Figure 1. Cell density map (run 1).
Scale bar: 20 um. 10 x 10 tiles, from dark purple (low) to yellow (high), 0 to 100% covered.
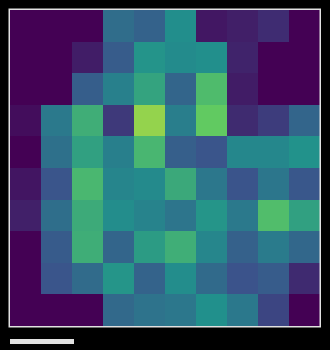
Figure 2. Clock wiring as the flow saved it (run 1).
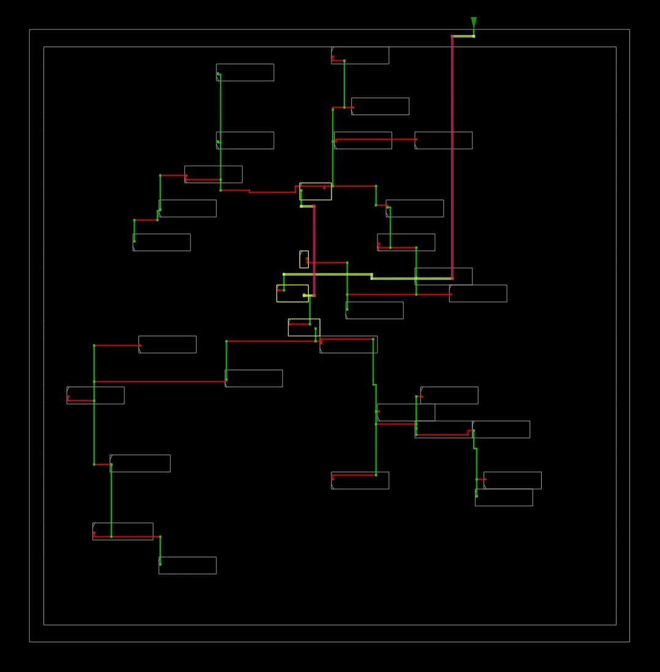
Figure 3. Routed metal per tile (run 1).
19 x 20 tiles, from dark purple (low) to yellow (high), scaled to the fullest tile. Values are wire area over tile area, all layers added.
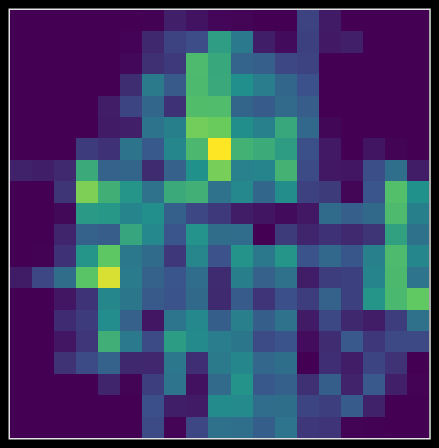
==> src/rtl/uart_pkg.sv <==
// Shared types and defaults for the UART transmit arbiter.
package uart_pkg;

    typedef enum logic [1:0] {
        IDLE = 2'd0,
        LOAD = 2'd1,
        WAIT = 2'd2,
        HOLD = 2'd3
    } state_t;

    localparam int unsigned DEF_TX_TIMEOUT   = 4096;
    localparam int unsigned DEF_HOLD_TIMEOUT = 256;

    function automatic int unsigned max_u(input int unsigned a, input int unsigned b);
        return (a > b) ? a : b;
    endfunction

endpackage

==> src/rtl/uart_tx_arbiter_if.sv <==
// Requester and transmitter signals of the UART transmit arbiter.
interface uart_tx_arbiter_if #(
    parameter int unsigned N    = 4,
    parameter int unsigned ID_W = 2
);
    logic [N-1:0]   req;
    logic [8*N-1:0] req_data;
    logic [N-1:0]   req_last;
    logic [N-1:0]   req_ack;
    logic           grant_valid;
    logic [ID_W-1:0] grant_id;
    logic           tx_start;
    logic [7:0]     tx_data;
    logic           tx_busy;
    logic           tx_done;
    logic           err_timeout;
    logic           pkt_abort;

    modport master (
        input  req, req_data, req_last, tx_busy, tx_done,
        output req_ack, grant_valid, grant_id, tx_start, tx_data, err_timeout, pkt_abort
    );

    modport slave (
        output req, req_data, req_last, tx_busy, tx_done,
        input  req_ack, grant_valid, grant_id, tx_start, tx_data, err_timeout, pkt_abort
    );
endinterface

==> src/rtl/uart_tx_arbiter_rr_picker.sv <==
// Combinational round-robin select: first set request after last_grant, with wrap.
module rr_picker #(
    parameter int unsigned N    = 4,
    parameter int unsigned ID_W = 2
) (
    input  logic [N-1:0]    req,
    input  logic [ID_W-1:0] last_grant,
    output logic [ID_W-1:0] winner,
    output logic            found
);
    logic [ID_W-1:0] idx;

    always_comb begin
        winner = '0;
        found  = 1'b0;
        idx    = '0;
        for (int unsigned k = 1; k <= N; k++) begin
            idx = ID_W'((32'(last_grant) + k) % N);
            if (!found && req[idx]) begin
                found  = 1'b1;
                winner = idx;
            end
        end
    end
endmodule

==> src/rtl/uart_tx_arbiter.sv <==
// Shares one UART transmitter between N requesters, one whole packet per grant,
// with watchdogs for a stalled transmitter and an abandoned packet.
module uart_tx_arbiter
    import uart_pkg::*;
#(
    parameter int unsigned N            = 4,
    parameter int unsigned ID_W         = 2,
    parameter int unsigned TX_TIMEOUT   = DEF_TX_TIMEOUT,
    parameter int unsigned HOLD_TIMEOUT = DEF_HOLD_TIMEOUT
) (
    input logic              clk,
    input logic              rst,
    uart_tx_arbiter_if.master bus
);
    localparam int unsigned TW = $clog2(max_u(TX_TIMEOUT, HOLD_TIMEOUT));
    localparam logic [TW-1:0] TX_LAST   = TW'(TX_TIMEOUT - 1);
    localparam logic [TW-1:0] HOLD_LAST = TW'(HOLD_TIMEOUT - 1);

    state_t          state_q, state_d;
    logic            grant_valid_q, grant_valid_d;
    logic [ID_W-1:0] grant_id_q, grant_id_d;
    logic [ID_W-1:0] last_grant_q, last_grant_d;
    logic            last_q, last_d;
    logic [7:0]      tx_data_q, tx_data_d;
    logic [TW-1:0]   timer_q, timer_d;

    logic [7:0]      req_bytes [N];
    logic [7:0]      owner_data;
    logic            owner_req, owner_last;
    logic [ID_W-1:0] pick_id;
    logic            pick_found;
    logic            load_fire, tx_expire, hold_expire, release_grant;
    logic [TW-1:0]   timer_inc;

    for (genvar g = 0; g < N; g++) begin : g_bytes
        assign req_bytes[g] = bus.req_data[8*g +: 8];
    end

    rr_picker #(.N(N), .ID_W(ID_W)) u_picker (
        .req        (bus.req),
        .last_grant (last_grant_q),
        .winner     (pick_id),
        .found      (pick_found)
    );

    always_comb begin
        owner_req   = bus.req[grant_id_q];
        owner_last  = bus.req_last[grant_id_q];
        owner_data  = req_bytes[grant_id_q];
        load_fire   = (state_q == LOAD) && !bus.tx_busy && owner_req;
        // tx_done in the final cycle beats the timeout.
        tx_expire   = (state_q == WAIT) && !bus.tx_done && (timer_q == TX_LAST);
        hold_expire = (state_q == HOLD) && !owner_req && (timer_q == HOLD_LAST);
        timer_inc   = (timer_q == '1) ? timer_q : timer_q + 1'b1;
    end

    always_ff @(posedge clk or posedge rst) begin
        if (rst) begin
            state_q       <= IDLE;
            grant_valid_q <= 1'b0;
            grant_id_q    <= '0;
            last_grant_q  <= ID_W'(N - 1);
            last_q        <= 1'b0;
            tx_data_q     <= '0;
            timer_q       <= '0;
        end else begin
            state_q       <= state_d;
            grant_valid_q <= grant_valid_d;
            grant_id_q    <= grant_id_d;
            last_grant_q  <= last_grant_d;
            last_q        <= last_d;
            tx_data_q     <= tx_data_d;
            timer_q       <= timer_d;
        end
    end

    always_comb begin
        state_d       = state_q;
        grant_valid_d = grant_valid_q;
        grant_id_d    = grant_id_q;
        last_grant_d  = last_grant_q;
        last_d        = last_q;
        tx_data_d     = tx_data_q;
        timer_d       = timer_q;
        release_grant = 1'b0;
        unique case (state_q)
            IDLE: if (pick_found) begin
                grant_id_d    = pick_id;
                grant_valid_d = 1'b1;
                state_d       = LOAD;
            end
            LOAD: if (load_fire) begin
                tx_data_d = owner_data;
                last_d    = owner_last;
                timer_d   = '0;
                state_d   = WAIT;
            end
            WAIT: begin
                timer_d = timer_inc;
                if (bus.tx_done) begin
                    if (last_q) begin
                        release_grant = 1'b1;
                    end else begin
                        state_d = HOLD;
                        timer_d = '0;
                    end
                end else if (tx_expire) begin
                    release_grant = 1'b1;
                end
            end
            HOLD: begin
                timer_d = timer_inc;
                if (owner_req) state_d = LOAD;
                else if (hold_expire) release_grant = 1'b1;
            end
            default: state_d = IDLE;
        endcase
        if (release_grant) begin
            state_d       = IDLE;
            grant_valid_d = 1'b0;
            grant_id_d    = '0;
            last_grant_d  = grant_id_q;
            timer_d       = '0;
        end
    end

    // The accepted byte bypasses tx_data_q so it is already valid alongside tx_start.
    always_comb begin
        bus.tx_start    = load_fire;
        bus.req_ack     = '0;
        if (load_fire) bus.req_ack[grant_id_q] = 1'b1;
        bus.tx_data     = load_fire ? owner_data : tx_data_q;
        bus.grant_valid = grant_valid_q;
        bus.grant_id    = grant_id_q;
        bus.err_timeout = tx_expire;
        bus.pkt_abort   = hold_expire;
    end
endmodule

==> src/flat_wrapper.sv <==
// flat-port wrapper written by rule: the top's interface ports become plain ports
module uart_tx_arbiter_flat import uart_pkg::*;
#(
    parameter int unsigned N            = 4,
    parameter int unsigned ID_W         = 2,
    parameter int unsigned TX_TIMEOUT   = DEF_TX_TIMEOUT,
    parameter int unsigned HOLD_TIMEOUT = DEF_HOLD_TIMEOUT
)
  (clk, rst, bus_req, bus_req_data, bus_req_last, bus_tx_busy, bus_tx_done, bus_req_ack, bus_grant_valid, bus_grant_id, bus_tx_start, bus_tx_data, bus_err_timeout, bus_pkt_abort);
  uart_tx_arbiter_if #(.N(N), .ID_W(ID_W)) bus_i ();
  input logic clk;
  input logic rst;
  input wire logic [$bits(bus_i.req)-1:0] bus_req;
  input wire logic [$bits(bus_i.req_data)-1:0] bus_req_data;
  input wire logic [$bits(bus_i.req_last)-1:0] bus_req_last;
  input wire logic [$bits(bus_i.tx_busy)-1:0] bus_tx_busy;
  input wire logic [$bits(bus_i.tx_done)-1:0] bus_tx_done;
  output wire logic [$bits(bus_i.req_ack)-1:0] bus_req_ack;
  output wire logic [$bits(bus_i.grant_valid)-1:0] bus_grant_valid;
  output wire logic [$bits(bus_i.grant_id)-1:0] bus_grant_id;
  output wire logic [$bits(bus_i.tx_start)-1:0] bus_tx_start;
  output wire logic [$bits(bus_i.tx_data)-1:0] bus_tx_data;
  output wire logic [$bits(bus_i.err_timeout)-1:0] bus_err_timeout;
  output wire logic [$bits(bus_i.pkt_abort)-1:0] bus_pkt_abort;
  assign bus_i.req = bus_req;
  assign bus_i.req_data = bus_req_data;
  assign bus_i.req_last = bus_req_last;
  assign bus_i.tx_busy = bus_tx_busy;
  assign bus_i.tx_done = bus_tx_done;
  assign bus_req_ack = bus_i.req_ack;
  assign bus_grant_valid = bus_i.grant_valid;
  assign bus_grant_id = bus_i.grant_id;
  assign bus_tx_start = bus_i.tx_start;
  assign bus_tx_data = bus_i.tx_data;
  assign bus_err_timeout = bus_i.err_timeout;
  assign bus_pkt_abort = bus_i.pkt_abort;
  uart_tx_arbiter #(.N(N), .ID_W(ID_W), .TX_TIMEOUT(TX_TIMEOUT), .HOLD_TIMEOUT(HOLD_TIMEOUT)) u_core (.clk(clk), .rst(rst), .bus(bus_i));
endmodule
==> config.mk <==
export PLATFORM = sky130hd
export DESIGN_NAME = uart_tx_arbiter_flat
export DESIGN_NICKNAME = d
export VERILOG_FILES = /design/src/rtl/uart_pkg.sv /design/src/rtl/uart_tx_arbiter_if.sv /design/src/rtl/uart_tx_arbiter_rr_picker.sv /design/src/rtl/uart_tx_arbiter.sv /design/src/flat_wrapper.sv
export SDC_FILE = /design/constraint.sdc
export NUM_CORES = 1
export LEC_CHECK = 0
export CAP_MARGIN = 5
export CORE_AREA = 2 2 94 96
export CTS_CLUSTER_SIZE = 40
export DETAILED_ROUTE_END_ITERATION = 10
export DIE_AREA = 0 0 96 98
export PLACE_DENSITY = 0.46
export SLEW_MARGIN = 15
export SYNTH_ARGS = -nofsm -noshare
export SYNTH_HDL_FRONTEND = slang
export SYNTH_SLANG_ARGS = --single-unit
==> constraint.sdc <==
create_clock -name clk -period 2.84 [get_ports clk]
set_clock_uncertainty 0.2 [all_clocks]
set_input_delay 0.568 -clock clk [delete_from_list [all_inputs] [get_ports clk]]
set_output_delay 0.568 -clock clk [all_outputs]
set_load 0.01 [all_outputs]
==> GITHUB_STEP_SUMMARY, run 1 <==
## Implementation flow summary

| Metric | Value |
|---|---|
| VDD IR-drop max | `0.220 mV` |
| Vias/cell | `4.73` |
| Drt wl/cell | `14.0 um` |
| Critical path data arrival time | `1.94 ns` |
| WHS | `0.273 ns` |
| Largest register FFs | `12` |
| Synth Cell Area | `2030 um^2` |
| Setup TNS | `0 ns` |
| Total Power | `2.24 mW` |
| IO Port Bufs | `61` |
| Largest net degree at the start of global routing | `29` |
| Via Count | `2002` |
| First-pass DRT Iterations | `4` |
| Die footprint | `9410 um^2` |
| Post-DP HPWL | `4580 um` |
| Global-route wire length before repair | `9740 um` |
| Synth Flop Type | `dfrtp_1` |
| Antenna violations before repair | `0` |
| Die Ht | `98 um` |
| Cell family with most CP delay | `buffers and inverters` |
| Post-synth EDFFs | `0` |
| Largest Register | `u_core.timer_q` |
| Regs by FF count | `u_core.timer_q (12), u_core.tx_data_q (8)` |
| Grt met3 use | `1.39%` |
| Met2 Track Usage GR | `23.5%` |
| Row cnt | `34` |
| Slew Limit Fails | `0` |
| Number of fillers in the final layout | `874` |
| Hold Vio Cnt, Final | `0` |
| Setup violation total in the final timing report | `0` |
| Post-synth seq share | `34.6%` |
| Max-slew headroom | `71.5%` |
| Minimum clock period | `2.71 ns` |
| Global Route Usage Sum | `12.9%` |
| CTS root buffer | `clkbuf_8` |
| Clock Tree Buf Depth | `2` |
| Status | `finished clean` |
| Routed Antenna Nets | `0` |
| RSZ-0062 raised after global routing | `no` |
| Final std cells w/o fill | `423` |
| Worst min-delay path class | `reg2reg` |
| Syn_area_per_cell | `9.28 um^2` |
| Critical Path Max Stage Delay | `0.48 ns` |
| Layout cell share with drive strength beyond 1 | `24.1%` |
| Most frequent cells in the layout | `48 x nand2_1, 45 x clkdlybuf4s50_1, 38 x buf_4` |
| Gr busiest metal | `met2` |
| Inst Count DP | `418` |
| Crit Path Max Fanout | `7` |
| Core box area | `8470 um^2` |
| Area grow syn2layout | `51.2%` |
| Synth flops | `28` |
| DRT iter0 DRCs | `50` |
| Cells after Synth | `219` |
| Boundary Pins | `62` |
| DRC errors left | `0` |
| Pre-CTS WS | `-0.516 ns` |
| Syn nets | `269` |
| FP Util | `24.0%` |
| Slew @ Worst Pin | `0.423 ns` |
| Area reported by Yosys stat | `2030 um^2` |
| Startpoint Class | `input pin` |
| CTS tree | `built` |
| Fmax | `370 MHz` |
| Gpl congestion | `0.726` |
| Final Core Density | `36.3%` |
| Number of hold buffers added after CTS | `0` |
| Routed WL | `5940 um` |
| H-Tree Depth | `1` |
| GRT overflow | `0` |
| PD cells | `728 nW/um^2` |
| Yosys warnings | `0` |
| Final Cell Area | `3070 um^2` |
| CP Data Required Time | `2.07 ns` |
| Max Cap Violations | `0` |
| Vias in the first global route | `2052` |
| Nets | `366` |
| Dpl cell area | `3020 um^2` |
| Pleak | `1.42 nW` |
| Fin crit share | `95.3%` |
| # Cells Yosys | `219` |
| CP Class | `in2out` |
| Ant diodes | `0` |
| Die X | `96 um` |
| Clk slew on worst S/H paths | `0.10 ns` |
| Unique cell types | `51` |
| Crit-path slowest cell | `clkdlybuf4s50_1` |
| Most numerous logic cell after layout | `nand2_1` |
| Fin worst setup slack | `0.134 ns` |
| CP bufs+invs | `3` |
| CP Cell Sequence | `clkdlybuf4s50_1, buf_4, mux2i_1, a22o_1, and2_1, dlygate4sd2_1` |
| # resized after CTS | `30` |
| Asr flop ratio synth | `100%` |
| Postcts setup bufs | `0` |
| Met1 Track Usage GR | `16.0%` |
| OpenROAD warning count | `30` |
| CP endpoint kind | `output port` |
Notes on Figure 1 above:
densest ninth of the die = middle
tiles over 75% full = 2.0%
nearly empty tiles = 19%
fullest tile = 84%
mean over tiles = 31%

Notes on Figure 2 above:
P_clk: 0.234 mW
worst skew pair latency: 0.28 ns
Flops: 28
CTS Buf Count: 3
clock sink count: 28

Notes on Figure 3 above:
nearly empty tiles = 30%
tiles over half the peak = 12%
mean over tiles = 0.098
emptiest ninth of the die = top left
fullest tile = 0.44

run 1: where the power goes:
group	internal [mW]	switching [mW]
Combinational	0.695	0.726
Clock	0.101	0.133
Sequential	0.518	0.0637
run 1: synth_stat cells (all sizes together) (5+ instances only):
master  number  share of area (%)
nor3         6                1.5
a21oi        6                1.7
mux4         9                 11
nand2       48                8.9
and2         6                1.8
clkbuf       5               0.92
nor2        17                3.1
nor4         6                1.8
inv          7                1.3
ha           6                3.7
xnor2        5                2.2
nor2b        5                1.5
o21ai        5                1.2
dfrtp       26                 32
mux2         5                3.0
nand3        6                1.5
run 1: final timing paths:
check | start | cells past startpoint | end | slack [ns]
worst min-delay path | u_core.tx_data_q[5] | 2 | u_core.tx_data_q[5] | 0.27
max in group asynchronous | rst | 3 | u_core.last_grant_q[1] | 1.66
worst max register to register | u_core.state_q[1] | 8 | u_core.timer_q[5] | 0.49
worst min register to register | u_core.tx_data_q[5] | 2 | u_core.tx_data_q[5] | 0.27
min in group asynchronous | rst | 3 | u_core.timer_q[4] | 0.46
worst max-delay path | bus_req[3] | 6 | bus_pkt_abort | 0.13
run 1: area by class of cell:
cell class	count	area [um^2]	share of cell area, %
clock buffers	4	45.0	1.47
inverters	8	35.0	1.14
multi-input cells	174	1280	41.6
flip-flops and latches	28	703	22.9
well taps	108	135	4.40
repair buffers	101	876	28.5
run 1: cells by family after synthesis:
family          synth area share, %
compound gates                 14.7
mux                            14.8
buf+inv                        3.94
flops                          34.6
simple gates                   26.1
fa+ha+maj                      3.69
xor+xnor                       2.15
run 1: per-layer routing:
metal | routed length (um) | share of wire (%) | up-vias
met1 | 2620 | 44 | 961
met2 | 2990 | 50 | 39
met5 | 0 | 0 | -
li1 | - | - | 996
met4 | 82 | 1.4 | 0
met3 | 238 | 4.0 | 6
==> run 1 -> run 2 <==
--- a/config.mk
+++ b/config.mk
@@ -5,7 +5,7 @@
 export SDC_FILE = /design/constraint.sdc
 export NUM_CORES = 1
 export LEC_CHECK = 0
-export CAP_MARGIN = 5
+export CAP_MARGIN = 20
 export CORE_AREA = 2 2 94 96
 export CTS_CLUSTER_SIZE = 40
 export DETAILED_ROUTE_END_ITERATION = 10
Figure 4. Routed metal per tile (run 2).
19 x 20 tiles, from dark purple (low) to yellow (high), scaled to the fullest tile. Values are wire area over tile area, all layers added.
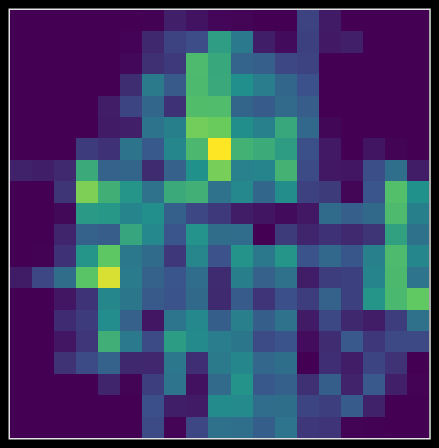
tiles over half the peak = 12%
nearly empty tiles = 30%
emptiest ninth of the die = top left
mean over tiles = 0.098

==> run 2 against run 1 <==
Effect of this change:
- non-clock buffer count is the same
- sequential cell count is the same
- clock power is essentially flat
- combinational power is essentially flat
- largest power group unchanged
- total power is the same
- register-to-register slack is essentially flat
- final area is the same
- critical endpoint unchanged
- final cell count is the same
- critical path depth is the same
==> GITHUB_STEP_SUMMARY, run 2 <==
## Implementation flow summary

| Metric | Value |
|---|---|
| Synth Cell Area | `2030 um^2` |
| Clock Tree Buf Depth | `2` |
| Area leader, netlist | `dfrtp_1` |
| Layout cell share with drive strength beyond 1 | `24.1%` |
| VDD IR-drop max | `0.220 mV` |
| Vias in the first global route | `2052` |
| Fmax | `370 MHz` |
| Worst Hold Launch | `u_core.tx_data_q[5]` |
| Number of hold buffers added after CTS | `0` |
| Final Cell Area | `3070 um^2` |
| Asr flop ratio synth | `100%` |
| Row cnt | `34` |
| Syn nets | `269` |
| First-pass DRT Iterations | `4` |
| Clk slew on worst S/H paths | `0.10 ns` |
| Dpl cell area | `3020 um^2` |
| Antenna violations before repair | `0` |
| CP Data Required Time | `2.07 ns` |
| Boundary Pins | `62` |
| Inst Count DP | `418` |
| Core box area | `8470 um^2` |
| Crit path from | `bus_req[3]` |
| Setup violation total in the final timing report | `0` |
| Global Route Usage Sum | `12.9%` |
| Top cell area share | `32.0%` |
| Die footprint | `9410 um^2` |
| Synth flops | `28` |
| Clock sink count | `28` |
| CTS root buffer | `clkbuf_8` |
| Worst skew pair latency | `0.28 ns` |
| Number of fillers in the final layout | `874` |
| Met2 Track Usage GR | `23.5%` |
| Pre-CTS WS | `-0.516 ns` |
| Global-route wire length before repair | `9740 um` |
| DRT iter0 DRCs | `50` |
| Total Power | `2.24 mW` |
| Ant diodes | `0` |
| Post-synth EDFFs | `0` |
| RSZ-0062 raised after global routing | `no` |
| H-Tree Depth | `1` |
| CP Cell Sequence | `clkdlybuf4s50_1, buf_4, mux2i_1, a22o_1, and2_1, dlygate4sd2_1` |
| Critical Path Max Stage Delay | `0.48 ns` |
| Final std cells w/o fill | `423` |
| Gpl congestion | `0.726` |
| WHS | `0.273 ns` |
| Synth Flop Type | `dfrtp_1` |
| Crit-path slowest cell | `clkdlybuf4s50_1` |
| Largest Register | `u_core.timer_q` |
| PD cells | `728 nW/um^2` |
| Pleak | `1.42 nW` |
| Most numerous cell in the Yosys netlist | `nand2_1` |
| Post-DP HPWL | `4580 um` |
| Startpoint Class | `input pin` |
| Most frequent cells in the layout | `48 x nand2_1, 45 x clkdlybuf4s50_1, 38 x buf_4` |
| Critical path data arrival time | `1.94 ns` |
| Met1 Track Usage GR | `16.0%` |
| Top area cell types | `dfrtp_1 32%, nand2_1 8.9%, mux4_1 6.5%, mux4_2 4.4%, ha_1 3.7%` |
| Die X | `96 um` |
| CP bufs+invs | `3` |
| Crit Path Max Fanout | `7` |
| Regs by FF count | `u_core.timer_q (12), u_core.tx_data_q (8)` |
| Die Ht | `98 um` |
| Minimum clock period | `2.71 ns` |
| Slew Limit Fails | `0` |
| Max-slew headroom | `71.5%` |
| Area grow syn2layout | `51.2%` |
| Setup TNS | `0 ns` |
| Status | `finished clean` |
| Routed Antenna Nets | `0` |
| IO Port Bufs | `61` |
| Fin crit share | `95.3%` |
| CTS Buf Count | `3` |
| Slew @ Worst Pin | `0.423 ns` |
| Largest net degree at the start of global routing | `29` |
| CP Class | `in2out` |
| Gr busiest metal | `met2` |
| GRT overflow | `0` |
| Worst reg2reg startpoint | `u_core.state_q[1]` |
| Unique cell types | `51` |
| Fin worst setup slack | `0.134 ns` |
| Syn_area_per_cell | `9.28 um^2` |
| DRC errors left | `0` |
| Hold Vio Cnt, Final | `0` |
| OpenROAD warning count | `30` |
| Worst R2R Setup Slack | `0.49 ns` |
| Cell family with most CP delay | `buffers and inverters` |
| Worst min-delay path class | `reg2reg` |
| Nets | `366` |
| Largest register FFs | `12` |
| Final Core Density | `36.3%` |
| Yosys warnings | `0` |
| Area reported by Yosys stat | `2030 um^2` |
| Max Cap Violations | `0` |
| CP endpoint kind | `output port` |
| Routed WL | `5940 um` |
| CTS tree | `built` |
| Most numerous logic cell after layout | `nand2_1` |
| # Cells Yosys | `219` |
| Cells after Synth | `219` |
| Grt met3 use | `1.39%` |
| Drt wl/cell | `14.0 um` |
| Top cells by count | `48 x nand2_1, 26 x dfrtp_1, 17 x nor2_1, 7 x inv_1` |
| Post-synth seq share | `34.6%` |
| Vias/cell | `4.73` |
Figure 5. Cell density map (run 2).
Scale bar: 20 um. 10 x 10 tiles, from dark purple (low) to yellow (high), 0 to 100% covered.
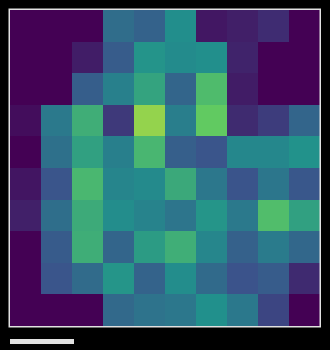
nearly empty tiles = 19%
fullest tile = 84%
densest ninth of the die = middle
mean over tiles = 31%
tiles over 75% full = 2.0%

## run 2: cell counts after synthesis
Identical to the previous run, type by type.
## run 2: cells by family (layout without fill, tap and decap cells)
kind of cell / Yosys count / count (layout) / synth area share (%)
xor+xnor: 5 / 5 / 2.15
buf+inv: 17 / 113 / 3.94
compound gates: 37 / 37 / 14.7
simple gates: 110 / 110 / 26.1
fa+ha+maj: 6 / 6 / 3.69
flops: 28 / 28 / 34.6
mux: 16 / 16 / 14.8
## run 2: layer usage
metal | up-vias | part of all wire, %
li1 | 996 | -
met1 | 961 | 44
met2 | 39 | 50
met3 | 6 | 4.0
met4 | 0 | 1.4
met5 | - | 0
## run 2: final timing paths
path	endpoint	depth (start not counted)
worst max-delay path	bus_pkt_abort	6
worst min-delay path	u_core.tx_data_q[5]	2
worst max register to register	u_core.timer_q[5]	8
worst min register to register	u_core.tx_data_q[5]	2
max in group asynchronous	u_core.last_grant_q[1]	3
min in group asynchronous	u_core.timer_q[4]	3
## run 2: worst min-delay path, stage by stage, from the launching register on
cell	delay [ns]
dfrtp_1	0.33
nand2_1	0.06
nand2_1	0.05
## run 2: final cells by class
class | instances | area (um^2) | area share [%]
Multi-Input combinational cell | 174 | 1280 | 41.6
Timing Repair Buffer | 101 | 876 | 28.5
Tap cell | 108 | 135 | 4.40
Sequential cell | 28 | 703 | 22.9
Clock buffer | 4 | 45.0 | 1.47
Inverter | 8 | 35.0 | 1.14
## run 2: where the power goes
group          internal [mW]  switching [mW]
sequential             0.518          0.0637
clock                  0.101           0.133
combinational          0.695           0.726
total                   1.31           0.923
## run 2: repair_timing
| item | 4_1_cts | 5_1_grt |
|---|---|---|
| gates resized | 30 | 15 |
| endpoints found under the setup margin | 14 | 9 |
| pin swaps | 0 | 1 |
| setup buffers | 0 | 1 |
Power and IR drop assume default switching activity.
